==> config.mk <==
export PLATFORM = sky130hd
export DESIGN_NAME = alu
export DESIGN_NICKNAME = d
export VERILOG_FILES = /design/src/rtl/alu_pkg.sv /design/src/rtl/alu_addsub.sv /design/src/rtl/alu.sv
export SDC_FILE = /design/constraint.sdc
export NUM_CORES = 1
export LEC_CHECK = 0
export ABC_CLOCK_PERIOD_IN_PS = 7600
export CORE_ASPECT_RATIO = 2
export CORE_MARGIN = 10
export CORE_UTILIZATION = 50
export DETAILED_ROUTE_END_ITERATION = 10
export PLACE_DENSITY = 0.8
export SLEW_MARGIN = 20
export SYNTH_ARGS = -nofsm -noshare
export SYNTH_HDL_FRONTEND = slang
export SYNTH_SLANG_ARGS = --single-unit
export TNS_END_PERCENT = 5
==> constraint.sdc <==
create_clock -name clk -period 7.6 [get_ports clk]
set_clock_uncertainty 0.05 [all_clocks]
set_input_delay 1.52 -clock clk [delete_from_list [all_inputs] [get_ports clk]]
set_output_delay 1.52 -clock clk [all_outputs]
set_load 0.005 [all_outputs]
==> src/rtl/alu_pkg.sv <==
// Shared opcode encodings and status-flag bit positions for the 8-bit CPU ALU.
package alu_pkg;

   localparam logic [3:0] OP_ADD   = 4'h0;
   localparam logic [3:0] OP_SUB   = 4'h1;
   localparam logic [3:0] OP_INC   = 4'h2;
   localparam logic [3:0] OP_DEC   = 4'h3;
   localparam logic [3:0] OP_AND   = 4'h4;
   localparam logic [3:0] OP_OR    = 4'h5;
   localparam logic [3:0] OP_XOR   = 4'h6;
   localparam logic [3:0] OP_NOT   = 4'h7;
   localparam logic [3:0] OP_SHL   = 4'h8;
   localparam logic [3:0] OP_SHR   = 4'h9;
   localparam logic [3:0] OP_ASR   = 4'hA;
   localparam logic [3:0] OP_ROL   = 4'hB;
   localparam logic [3:0] OP_ROR   = 4'hC;
   localparam logic [3:0] OP_PASSA = 4'hD;
   localparam logic [3:0] OP_PASSB = 4'hE;
   localparam logic [3:0] OP_NEG   = 4'hF;

   localparam int FLG_C = 0;
   localparam int FLG_Z = 1;
   localparam int FLG_N = 2;
   localparam int FLG_V = 3;
   localparam int FLG_P = 4;

endpackage

==> src/rtl/alu_addsub.sv <==
// WIDTH-bit adder/subtractor: sum = x + (sub ? ~y : y) + cin, with raw carry out and signed overflow.
module alu_addsub #(
   parameter int WIDTH = 8
) (
   input  logic [WIDTH-1:0] x,
   input  logic [WIDTH-1:0] y,
   input  logic             sub,
   input  logic             cin,
   output logic [WIDTH-1:0] sum,
   output logic             cout,
   output logic             ovf
);

   logic [WIDTH-1:0] y_eff;

   always_comb begin
      y_eff       = sub ? ~y : y;
      {cout, sum} = {1'b0, x} + {1'b0, y_eff} + {{WIDTH{1'b0}}, cin};
      // overflow: both effective operands share a sign that the sum does not
      ovf         = (x[WIDTH-1] == y_eff[WIDTH-1]) && (sum[WIDTH-1] != x[WIDTH-1]);
   end

endmodule

==> src/rtl/alu.sv <==
// 8-bit ALU: opcode mux around a shared adder/subtractor, flag generation, and a one-cycle output register.
module alu
   import alu_pkg::*;
#(
   parameter int WIDTH = 8
) (
   input  logic             clk,
   input  logic             rst,
   input  logic [WIDTH-1:0] a,
   input  logic [WIDTH-1:0] b,
   input  logic [3:0]       sel,
   output logic [WIDTH-1:0] z,
   output logic [7:0]       flag
);

   localparam logic [WIDTH-1:0] ONE = {{(WIDTH-1){1'b0}}, 1'b1};

   logic [WIDTH-1:0] as_x;
   logic [WIDTH-1:0] as_y;
   logic             as_sub;
   logic             as_cin;
   logic [WIDTH-1:0] as_sum;
   logic             as_cout;
   logic             as_ovf;

   logic [WIDTH-1:0] r;
   logic             c_nxt;
   logic             v_nxt;
   logic [7:0]       flag_nxt;

   always_comb begin
      as_x   = a;
      as_y   = b;
      as_sub = 1'b0;
      as_cin = 1'b0;
      case (sel)
         OP_SUB: begin
            as_sub = 1'b1;
            as_cin = 1'b1;
         end
         OP_INC: as_y = ONE;
         OP_DEC: begin
            as_y   = ONE;
            as_sub = 1'b1;
            as_cin = 1'b1;
         end
         OP_NEG: begin
            as_x   = '0;
            as_y   = a;
            as_sub = 1'b1;
            as_cin = 1'b1;
         end
         default: ;
      endcase
   end

   alu_addsub #(.WIDTH(WIDTH)) u_addsub (
      .x    (as_x),
      .y    (as_y),
      .sub  (as_sub),
      .cin  (as_cin),
      .sum  (as_sum),
      .cout (as_cout),
      .ovf  (as_ovf)
   );

   // subtract paths report borrow, which is the inverse of the adder carry
   always_comb begin
      r     = '0;
      c_nxt = 1'b0;
      v_nxt = 1'b0;
      case (sel)
         OP_ADD, OP_INC: begin
            r     = as_sum;
            c_nxt = as_cout;
            v_nxt = as_ovf;
         end
         OP_SUB, OP_DEC, OP_NEG: begin
            r     = as_sum;
            c_nxt = ~as_cout;
            v_nxt = as_ovf;
         end
         OP_AND:   r = a & b;
         OP_OR:    r = a | b;
         OP_XOR:   r = a ^ b;
         OP_NOT:   r = ~a;
         OP_SHL: begin
            r     = {a[WIDTH-2:0], 1'b0};
            c_nxt = a[WIDTH-1];
         end
         OP_SHR: begin
            r     = {1'b0, a[WIDTH-1:1]};
            c_nxt = a[0];
         end
         OP_ASR: begin
            r     = {a[WIDTH-1], a[WIDTH-1:1]};
            c_nxt = a[0];
         end
         OP_ROL: begin
            r     = {a[WIDTH-2:0], a[WIDTH-1]};
            c_nxt = a[WIDTH-1];
         end
         OP_ROR: begin
            r     = {a[0], a[WIDTH-1:1]};
            c_nxt = a[0];
         end
         OP_PASSA: r = a;
         OP_PASSB: r = b;
         default:  r = '0;
      endcase
   end

   always_comb begin
      flag_nxt        = '0;
      flag_nxt[FLG_C] = c_nxt;
      flag_nxt[FLG_Z] = (r == '0);
      flag_nxt[FLG_N] = r[WIDTH-1];
      flag_nxt[FLG_V] = v_nxt;
      flag_nxt[FLG_P] = ^r;
   end

   always_ff @(posedge clk) begin
      if (rst) begin
         z    <= '0;
         flag <= '0;
      end else begin
         z    <= r;
         flag <= flag_nxt;
      end
   end

endmodule

final_clocks.png
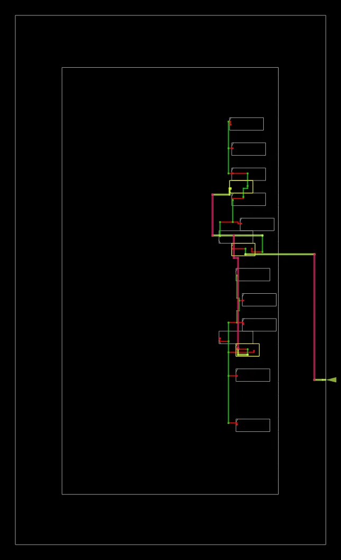
total CTS buffers: 3
clk sink count: 12
Clock Power: 0.0000587 W
Flops: 12

metal_stack.png
Bar = 20 um.
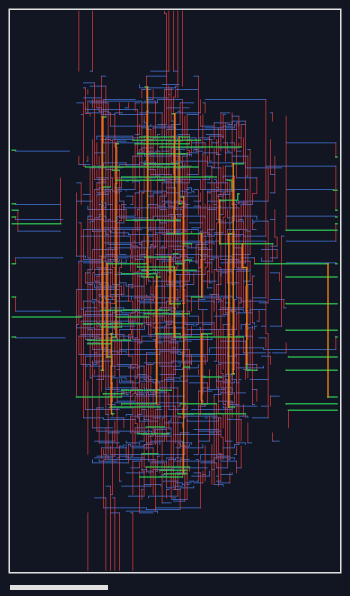
| layer | colour | wire length |
|---|---|---|
| met3 | green | 543 um |
| met2 | red | 3920 um |
| met1 | blue | 2500 um |
| met4 | orange | 476 um |

port_nets.png
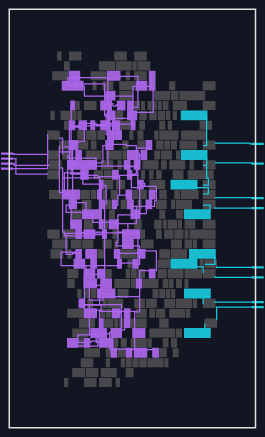
| port | colour | bits | direction | end cells | buffers | wire |
|---|---|---|---|---|---|---|
| z | cyan | 8 | output | 8 | 8 | 130 um |
| sel | purple | 4 | input | 99 | 7 | 980 um |

==> metrics by stage <==
| step | total power, W | std cells | setup slack, ps |
|---|---|---|---|
| after floorplan | 0.000206 | 326 | 2700 |
| after global placement | 0.000266 | 393 | 1720 |
| after detailed placement | 0.000271 | 393 | 1490 |
| after CTS | 0.000329 | 396 | 1680 |
| after global routing | 0.000357 | 396 | 1140 |
| final | 0.000334 | 396 | 1600 |
==> worst max-delay path, cell delays in order <==
cell and delay (ps):
clkdlybuf4s50_1 900, nand2_1 210, nor2_1 740, nand2_1 100, o21ai_0 100, a21oi_1 90, ha_1 360, a21oi_1 360
o21ai_0 200, or3b_1 390, a211oi_2 240, a2111oi_2 100, ha_1 300, xnor2_1 240, xnor2_1 170, nor2_1 50
==> metal layers <==
metal | wire length (um) | share of wire, %
met3 | 542 | 7.3
met5 | 0 | 0
met1 | 2500 | 34
met2 | 3920 | 53
met4 | 476 | 6.4
==> how the worst max path moves through the flow <==
stage               startpoint       to  slack (ps)  cells after the start
floorplan               sel[0]  flag[4]        2700                     18
global placement        sel[0]  flag[4]        1720                     16
detailed placement      sel[0]  flag[4]        1490                     16
CTS                     sel[0]  flag[4]        1680                     16
global route            sel[0]  flag[4]        1140                     16
finish                  sel[0]  flag[4]        1600                     16
==> kinds of logic after synthesis <==
family          Yosys count  share of synthesized area (%)
compound gates          120                           34.5
other cells               1                          0.167
mux                       6                           2.79
buf+inv                  45                           9.39
flops                    12                           10.7
simple gates            105                           23.7
fa+ha+maj                28                           16.0
xor+xnor                  7                           2.74
==> synth_stat cells (7+ instances only) <==
library cell / count
a21oi_1: 37
buf_2: 12
clkbuf_1: 7
dfxtp_1: 12
ha_1: 27
inv_1: 20
nand2_1: 29
nand3_1: 10
nor2_1: 25
nor3_1: 7
o21ai_0: 22
o22ai_1: 13
==> area by class of cell <==
class | instances | share of cell area, %
inverter | 20 | 2.90
clock buffer | 3 | 1.59
sequential | 12 | 9.27
tap | 54 | 2.61
multi-input combinational | 269 | 69.3
timing repair buffer | 38 | 14.3
==> power by group <==
group          internal (W)  switching, W
Sequential        0.0000712    0.00000219
Clock             0.0000349     0.0000237
Combinational     0.0000893      0.000112
==> state kept, by name, indices dropped and copies added, names as in the netlist <==
register and count:
flag 5, z 7
==> deck_impl_summary.md <==
Run Summary

Yosys
  • Area leader, netlist: ha_1
  • Synthesized area: approximately 2200 um^2
  • Ys Warns: 0
  • Register area share after synthesis: roughly 11%
  • Async S/R FF share, synth: 0%
  • Yosys cell count: approximately 320
  • Mapped Avg Cell Area: 6.91 um^2
  • Ys flops: 12

Final layout
  • Dominant logic cell type in the layout: a21oi_1
  • Area growth syn-to-layout: 15.7%
  • Gate Area: approximately 1800 um^2
  • Final instance area: 2590 um^2
  • Flop area: 240 um^2

Route
  • Drt first pass iters: 5
  • Via-per-instance ratio: between 6 and 7

Timing
  • Fin. Hold Viols: 0
  • F_max: 167 MHz
  • Final period utilization: 79.0%
  • Worst Tran Pin Value: roughly 900 ps

Placement
  • DP HPWL: 5880 um

Critical path
  • Worst setup SP type: primary input
  • Required time of the critical path: 7670 ps

Flow run
  • OpenROAD warning count: 34

Outcome
  • Run status: finished, final reports clean

CTS
  • Reg clk slew, reported paths: 50 ps
  • Post-CTS Setup Inserts: 0

GRT
  • Tot GR Track Use: 19.4%
  • Met3 GRT Util: 2.16%
  • Initial antenna violation count: 0

Hold path
  • Hold EP: flag[1]

Floorplanning
  • Ports: 38
  • Pre-Place Util: between 50% and 60%

Pwr
  • Peak VDD IR: 0.000102 V
Power is estimated from default activity; no workload was simulated.
